--- config.mk ---
export PLATFORM = sky130hd
export DESIGN_NAME = core_lsu
export DESIGN_NICKNAME = d
export VERILOG_FILES = /design/src/rtl/core_lsu.sv
export SDC_FILE = /design/constraint.sdc
export NUM_CORES = 1
export LEC_CHECK = 0
export CORE_AREA = 5 5 185 187
export DETAILED_ROUTE_END_ITERATION = 6
export DIE_AREA = 0 0 190 192
export GPL_TIMING_DRIVEN = 1
export PLACE_DENSITY_LB_ADDON = 0.15
export SLEW_MARGIN = 20
export SYNTH_ARGS = -nofsm -noshare
export SYNTH_HDL_FRONTEND = slang
export SYNTH_SLANG_ARGS = --single-unit
--- constraint.sdc ---
create_clock -name clk -period 4.76 [get_ports clk]
set_input_delay 0.952 -clock clk [delete_from_list [all_inputs] [get_ports clk]]
set_output_delay 0.952 -clock clk [all_outputs]
set_load 0.02 [all_outputs]
--- src/rtl/core_lsu.sv ---
// Load/store unit: one outstanding access on a simple wait-request bus.
// Optional macro LSU_MISALIGN_CHECK_EN turns misaligned H/W accesses into errors.
module core_lsu #(
  parameter int TIMEOUT_CYC = 256
) (
  input  logic        clk,
  input  logic        rst,
  input  logic        req_valid,
  output logic        req_ready,
  input  logic        req_is_st,
  input  logic [3:0]  req_mem_op,
  input  logic [31:0] req_addr,
  input  logic [31:0] req_wdata,
  input  logic [4:0]  req_rd,
  output logic [31:0] bus_addr,
  output logic        bus_read,
  output logic        bus_write,
  output logic [31:0] bus_wdata,
  output logic [3:0]  bus_byteenable,
  input  logic        bus_waitrequest,
  input  logic        bus_readdatavalid,
  input  logic [31:0] bus_readdata,
  output logic        resp_valid,
  output logic        resp_we,
  output logic [4:0]  resp_rd,
  output logic [31:0] resp_rdata,
  output logic        err_valid,
  output logic [1:0]  err_code,
  output logic [31:0] err_addr
);
  localparam logic [3:0] MEM_OP_B  = 4'd1;
  localparam logic [3:0] MEM_OP_H  = 4'd2;
  localparam logic [3:0] MEM_OP_W  = 4'd3;
  localparam logic [3:0] MEM_OP_BU = 4'd4;
  localparam logic [3:0] MEM_OP_HU = 4'd5;
  localparam int CW = $clog2(TIMEOUT_CYC) + 1;
  localparam logic [CW-1:0] TMO_LAST = CW'(TIMEOUT_CYC - 1);

  typedef enum logic [1:0] {IDLE, BUS, WAIT_RD, DONE} state_t;
  state_t state, next_state;

  logic          is_st_q, err_q;
  logic [3:0]    op_q;
  logic [1:0]    off_q;
  logic [31:0]   addr_q;
  logic [CW-1:0] tmo_cnt;

  logic          illegal, misaligned, tmo_last;
  logic [31:0]   eff_addr, st_data, ld_shift, ld_data;
  logic [3:0]    st_be;

  // Request decode: effective (possibly force-aligned) address, lanes and store data.
  always_comb begin
    illegal    = (req_mem_op == 4'd0) || (req_mem_op > MEM_OP_HU);
    misaligned = 1'b0;
    eff_addr   = req_addr;
    st_be      = 4'b1111;
    st_data    = req_wdata;
`ifdef LSU_MISALIGN_CHECK_EN
    if (req_mem_op == MEM_OP_H || req_mem_op == MEM_OP_HU) misaligned = req_addr[0];
    if (req_mem_op == MEM_OP_W) misaligned = |req_addr[1:0];
`else
    if (req_mem_op == MEM_OP_H || req_mem_op == MEM_OP_HU) eff_addr[0] = 1'b0;
    if (req_mem_op == MEM_OP_W) eff_addr[1:0] = 2'b00;
`endif
    case (req_mem_op)
      MEM_OP_B, MEM_OP_BU: begin
        st_be   = 4'b0001 << eff_addr[1:0];
        st_data = {4{req_wdata[7:0]}};
      end
      MEM_OP_H, MEM_OP_HU: begin
        st_be   = 4'b0011 << {eff_addr[1], 1'b0};
        st_data = {2{req_wdata[15:0]}};
      end
      default: ;
    endcase
  end

  always_comb begin
    ld_shift = bus_readdata >> {off_q, 3'b000};
    ld_data  = ld_shift;
    case (op_q)
      MEM_OP_B:  ld_data = {{24{ld_shift[7]}}, ld_shift[7:0]};
      MEM_OP_BU: ld_data = {24'd0, ld_shift[7:0]};
      MEM_OP_H:  ld_data = {{16{ld_shift[15]}}, ld_shift[15:0]};
      MEM_OP_HU: ld_data = {16'd0, ld_shift[15:0]};
      default: ;
    endcase
  end

  assign tmo_last = (tmo_cnt == TMO_LAST);

  always_comb begin
    next_state = state;
    case (state)
      IDLE:    if (req_valid) next_state = (illegal || misaligned) ? DONE : BUS;
      BUS:     if (!bus_waitrequest) next_state = is_st_q ? DONE : WAIT_RD;
               else if (tmo_last)    next_state = DONE;
      WAIT_RD: if (bus_readdatavalid || tmo_last) next_state = DONE;
      DONE:    next_state = IDLE;
      default: next_state = IDLE;
    endcase
  end

  always_ff @(posedge clk) begin
    if (rst) state <= IDLE;
    else     state <= next_state;
  end

  // Datapath registers; the counter restarts on every state change.
  always_ff @(posedge clk) begin
    if (rst) begin
      is_st_q <= 1'b0; err_q <= 1'b0; op_q <= 4'd0; off_q <= 2'd0; addr_q <= 32'd0;
      tmo_cnt <= '0;
      bus_addr <= 32'd0; bus_wdata <= 32'd0; bus_byteenable <= 4'd0;
      resp_rd <= 5'd0; resp_rdata <= 32'd0; err_code <= 2'd0; err_addr <= 32'd0;
    end else begin
      if (state != next_state) tmo_cnt <= '0;
      else if (state == BUS || state == WAIT_RD) tmo_cnt <= tmo_cnt + 1'b1;
      case (state)
        IDLE: if (req_valid) begin
          is_st_q    <= req_is_st;
          op_q       <= req_mem_op;
          off_q      <= eff_addr[1:0];
          addr_q     <= req_addr;
          resp_rd    <= req_rd;
          resp_rdata <= 32'd0;
          err_q      <= illegal || misaligned;
          if (illegal || misaligned) begin
            err_code <= illegal ? 2'd2 : 2'd1;
            err_addr <= req_addr;
          end else begin
            bus_addr       <= {eff_addr[31:2], 2'b00};
            bus_byteenable <= st_be;
            bus_wdata      <= st_data;
          end
        end
        BUS: if (bus_waitrequest && tmo_last) begin
          err_q <= 1'b1; err_code <= 2'd3; err_addr <= addr_q;
        end
        WAIT_RD: begin
          if (bus_readdatavalid) resp_rdata <= ld_data;
          else if (tmo_last) begin
            err_q <= 1'b1; err_code <= 2'd3; err_addr <= addr_q;
          end
        end
        default: ;
      endcase
    end
  end

  assign req_ready  = (state == IDLE);
  assign bus_read   = (state == BUS) && !is_st_q;
  assign bus_write  = (state == BUS) && is_st_q;
  assign resp_valid = (state == DONE) && !err_q;
  assign resp_we    = resp_valid && !is_st_q;
  assign err_valid  = (state == DONE) && err_q;
endmodule

Run 1, PDN straps and rails:
Scale: 2 px per um. Pins as bars on the die edge. Tap cells in grey.
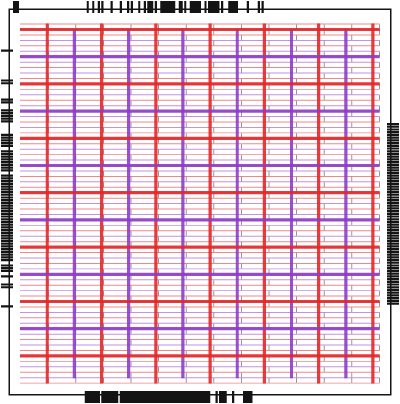
VSS: marked red. VDD: marked purple.
442 tap cells. The core has 66 rows.

Run 1, placed cells, one colour a class:
Scale: 2 px per um. Fill, decap, tap and diode cells in grey.
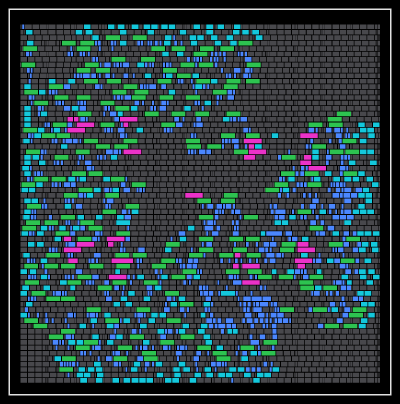
flops: marked green, cells 188. other buffers and delay cells: marked cyan, cells 264. combinational and other logic: marked blue, cells 703. clock drivers and dummy loads: marked magenta, cells 32.
row cnt: 66
Finished Core Util: 35.5%
sequential share of cell area: 32.9%

Run 1, routed clock nets over the placement:
Scale: 2 px per um.
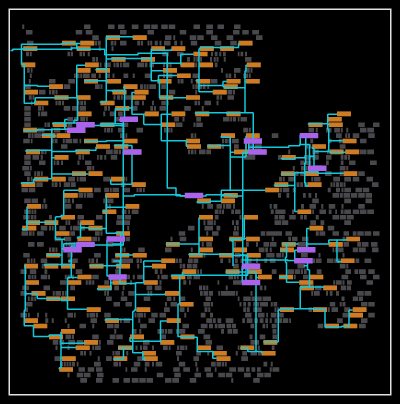
clock drivers: marked purple, count 17. flip-flops: marked orange, count 188. clock wires: marked cyan, length 2,780 um.
There are 18 routed clock nets.

Run 1, signal wires by layer:
Scale: 2 px per um.
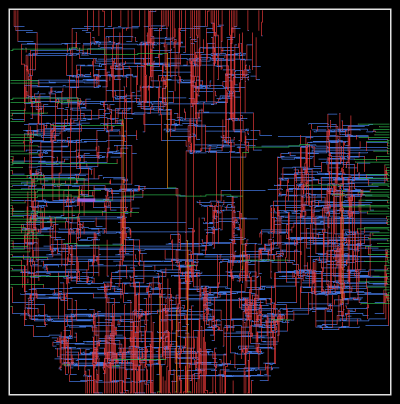
metal 2: marked red, wire length 13,000 um. metal 1: marked blue, wire length 12,500 um. metal 4: marked orange, wire length 413 um. metal 5: marked purple, wire length 7.40 um. metal 3: marked green, wire length 1,780 um.
routed vias: 7,358
global-route usage over all layers: 14.8%
Post-Route WL: 27.7 mm
wire length per cell: 17.0 um

==> run 1: worst min-delay path by stage <==
stage / start / depth (start not counted) / end / slack [ns]
4_1_cts: resp_rdata[30] / 2 / resp_rdata[30] / 0.45
3_3_place_gp: resp_rdata[13] / 2 / resp_rdata[13] / 0.44
5_1_grt: resp_rdata[30] / 2 / resp_rdata[30] / 0.47
3_5_place_dp: resp_rdata[30] / 2 / resp_rdata[30] / 0.44
6_report: resp_rdata[30] / 2 / resp_rdata[30] / 0.45
2_1_floorplan: addr_q[0] / 2 / addr_q[0] / 0.44
==> run 1: cell usage in the layout, fill, tap and decap left out, types with 4 or more instances in the layout <==
cell	count
mux2i_1	50
o21ai_0	33
a311oi_1	9
nand3_1	4
a21oi_1	106
clkbuf_16	17
a22o_1	8
a211oi_1	53
o21ai_2	7
nor2b_1	15
dfxtp_1	188
inv_1	10
nor2_1	92
xor2_1	5
xnor2_1	4
clkdlybuf4s50_1	252
a221oi_1	9
nand2_1	234
inv_6	5
a211o_1	10
nor3_1	4
ha_1	6
a32oi_1	7
buf_4	10
==> run 1: sequential cells by signal, summed over array words and instances (netlist names) <==
| register | flops |
|---|---|
| addr_q | 32 |
| bus_wdata | 32 |
| err_addr | 32 |
| resp_rdata | 32 |
| bus_addr | 30 |
| tmo_cnt | 9 |
| resp_rd | 5 |
| bus_byteenable | 4 |
| op_q | 4 |
| err_code | 2 |
| off_q | 2 |
| state | 2 |
| err_q | 1 |
| is_st_q | 1 |
==> run 1: worst min-delay path, stage by stage, from the launching register on <==
cell     delay, ns
dfxtp_1       0.31
nand2_1       0.05
o21ai_1       0.05
==> run 1: metal layers <==
metal	up-vias	part of all wire, %	wire length (um)
met3	21	6.4	1780
li1	3744	-	-
met4	2	1.5	413
met1	3416	45	12500
met5	-	0.025	7
met2	175	47	13000
==> impl_metrics.yaml, run 1 <==
# synthesis and place-and-route metrics
run_status:
  outcome: "finished, final reports clean"
synthesis:
  top_area_share_pct: 47.2
  synth_async_sr_flop_share_pct: 0
  synth.most_common_cell: "nand2_1"
  synth_seq_share_pct: 47.2
  ys_ff: 188
  syn-cell-area_um2: 7970
  yosys_cells: 969
  simple_gate_area_share_pct: 18.7
  largest_area_cell: "dfxtp_1"
  yosysChipArea_um2: 7970
  synthFlopType: "dfxtp_1"
critical_path:
  critPathSlowestCell: "o221a_2"
  worst-path-buf-inv: 2
  arrival_ns: 3.49
  ff2ff_path_depth: 8
  cp-start-kind: "primary input"
  max_stage_delay_ns: 0.79
  cp.depth: 7
  r2r-end: "err_addr[6]"
pwr:
  comb_power_share_pct: 43.5
  comb-power_w: 0.00276
  p_sw_share_pct: 39.9
clock_network:
  cts_resized: 0
  ctsRootBufferMaster: "clkbuf_16"
  ctsHoldBuffers: 0
  cts_buffers: 17
  htree_levels: 4
  cts_max_path_buffers: 2
sta:
  finalCritPeriodShare_pct: 66.2
  hold_viol_final: 0
  tns_ns: 0
  rsz0062_at_grt: "false"
  hold_slack_ns: 0.450
worst_hold_path:
  hold_class: "register to register"
global_route:
  met3_usage_pct: 4.74
  grt_busiest_layer: "met2"
  use_met1_pct: 18.9
  grt_max_degree: 84
  antenna_found_initial: 1
layout:
  drive_gt1_share_pct: 5.22
  multi_input_comb_cells: 693
  n_antenna_cell: 0
floorplanning:
  die_x_um: 190
  die_h_um: 192
flow_run:
  warning_count: 30
placed_design:
  port_buffers: 253
  dp_slack_ns: 1.13
routing:
  route.detailed.drc: 0
Run 1, routing congestion:
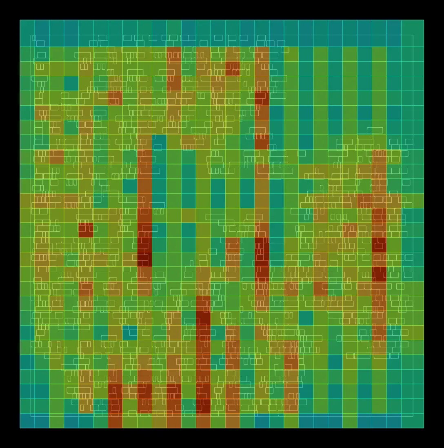

==> run 2: changes to the inputs <==
==> constraint.sdc (replaced) <==
create_clock -name clk -period 2.6 [get_ports clk]
set_input_delay 0.52 -clock clk [delete_from_list [all_inputs] [get_ports clk]]
set_output_delay 0.52 -clock clk [all_outputs]
set_load 0.02 [all_outputs]
Run 2, routing congestion:
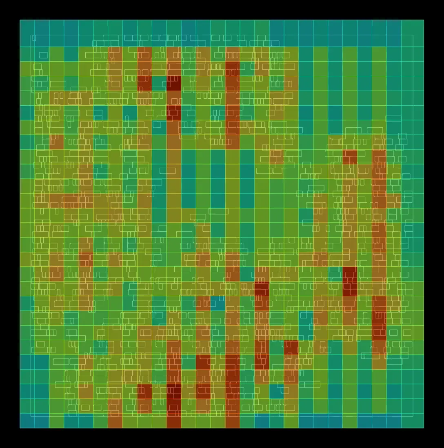
Finished Core Util: 36.4%
met3 GRT Util: 5.51%
most used routing layer: met2
M2 GR Usage: 25.4%
met1 usage: 18.6%

==> impl_metrics.yaml, run 2 <==
# synthesis and place-and-route metrics
worst_hold_path:
  hold_end: "resp_rdata[1]"
  whs_path_depth: 2
floorplanning:
  die_x_um: 190
  rows: 66
clock_network:
  ctsRootBufferMaster: "clkbuf_16"
  cts_max_path_buffers: 2
routing:
  wl_per_cell_um: 16.9
  route.met3.wl_mm: 1.96
  wirelength_mm: 28.1
placed_design:
  port_buffers: 253
critical_path:
  cp-start-kind: "register"
  r2r-end: "tmo_cnt[8]"
synthesis:
  largest_area_cell: "dfxtp_1"
  synthFlopType: "dfxtp_1"
  simple_gate_area_share_pct: 18.7
layout:
  mostFrequentLayoutCells: "clkdlybuf4s50_1, nand2_1, dfxtp_1, a21oi_1, nor2_1"
run_status:
  outcome: "finished, final reports clean"
sta:
  finalCritPeriodShare_pct: 94.4
  rsz0062_at_grt: "false"
global_route:
  antenna_found_initial: 0
Run 2, placed cells, one colour a class:
Scale: 2 px per um. Fill, decap, tap and diode cells in grey.
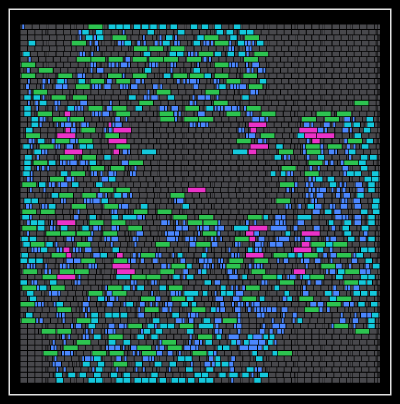
flops: marked green, cells 188. combinational and other logic: marked blue, cells 703. other buffers and delay cells: marked cyan, cells 298. clock drivers and dummy loads: marked magenta, cells 32.
sequential share of cell area: 32.0%
Final Cell Area: 11,700 um2
core area: 32,300 um2

[run 2: cell count changes in the layout (fill, tap and decap cells not counted), moves of 2 or more]
cell             change
dlymetal6s2s_1       +2
buf_4               +28
clkinv_4             +2
buf_12               +6
clkdlybuf4s50_1      -2
[run 2: worst max path at each step]
stage | from | slack (ns) | end
floorplan | state[0] | 0.26 | err_addr[22]
global placement | req_mem_op[2] | -0.03 | bus_wdata[10]
detailed placement | req_mem_op[2] | -0.01 | bus_wdata[28]
CTS | state[0] | 0.03 | resp_we
global route | state[0] | 0.03 | bus_write
finish | state[0] | 0.15 | bus_write
[run 2: timing repair]
item | in CTS | in global routing
hold endpoints to repair | 0 | 0
gates resized | 0 | 2
endpoints found under the setup margin | 0 | 2
buffers inserted | 0 | 0
[run 2: critical path: stages, from the launching register on]
cell and delay (ns):
dfxtp_1 0.34, buf_4 0.15, ha_1 0.16, buf_4 0.14, nand2_1 0.06, inv_1 0.06
clkdlybuf4s50_1 0.60
[run 2: report_power, final]
| group | internal (W) | switching, W | total, W |
|---|---|---|---|
| Clock | 0.00128 | 0.00133 | 0.00261 |
| Sequential | 0.00348 | 0.000310 | 0.00379 |
| Combinational | 0.00237 | 0.00308 | 0.00545 |
| Total | 0.00714 | 0.00471 | 0.0118 |
[run 2: cell type report]
cell class,count,area (um2),share of cell area [%]
multi-input combinational,693,3840,32.7
sequential,188,3760,32.0
timing repair buffer,298,2970,25.3
tap,442,553,4.71
clock buffer,18,429,3.65
clock inverter,14,145,1.24
inverter,10,37.5,0.319
antenna,1,2.50,0.0213
[run 2: metrics by stage]
step | setup slack, ns | total power, W
finish | 0.146 | 0.0118
global route | 0.0268 | 0.0126
CTS | 0.0285 | 0.0121
detailed placement | -0.0142 | 0.00940
global placement | -0.0282 | 0.00939
floorplan | 0.257 | 0.00704
Power and IR drop assume default switching activity.
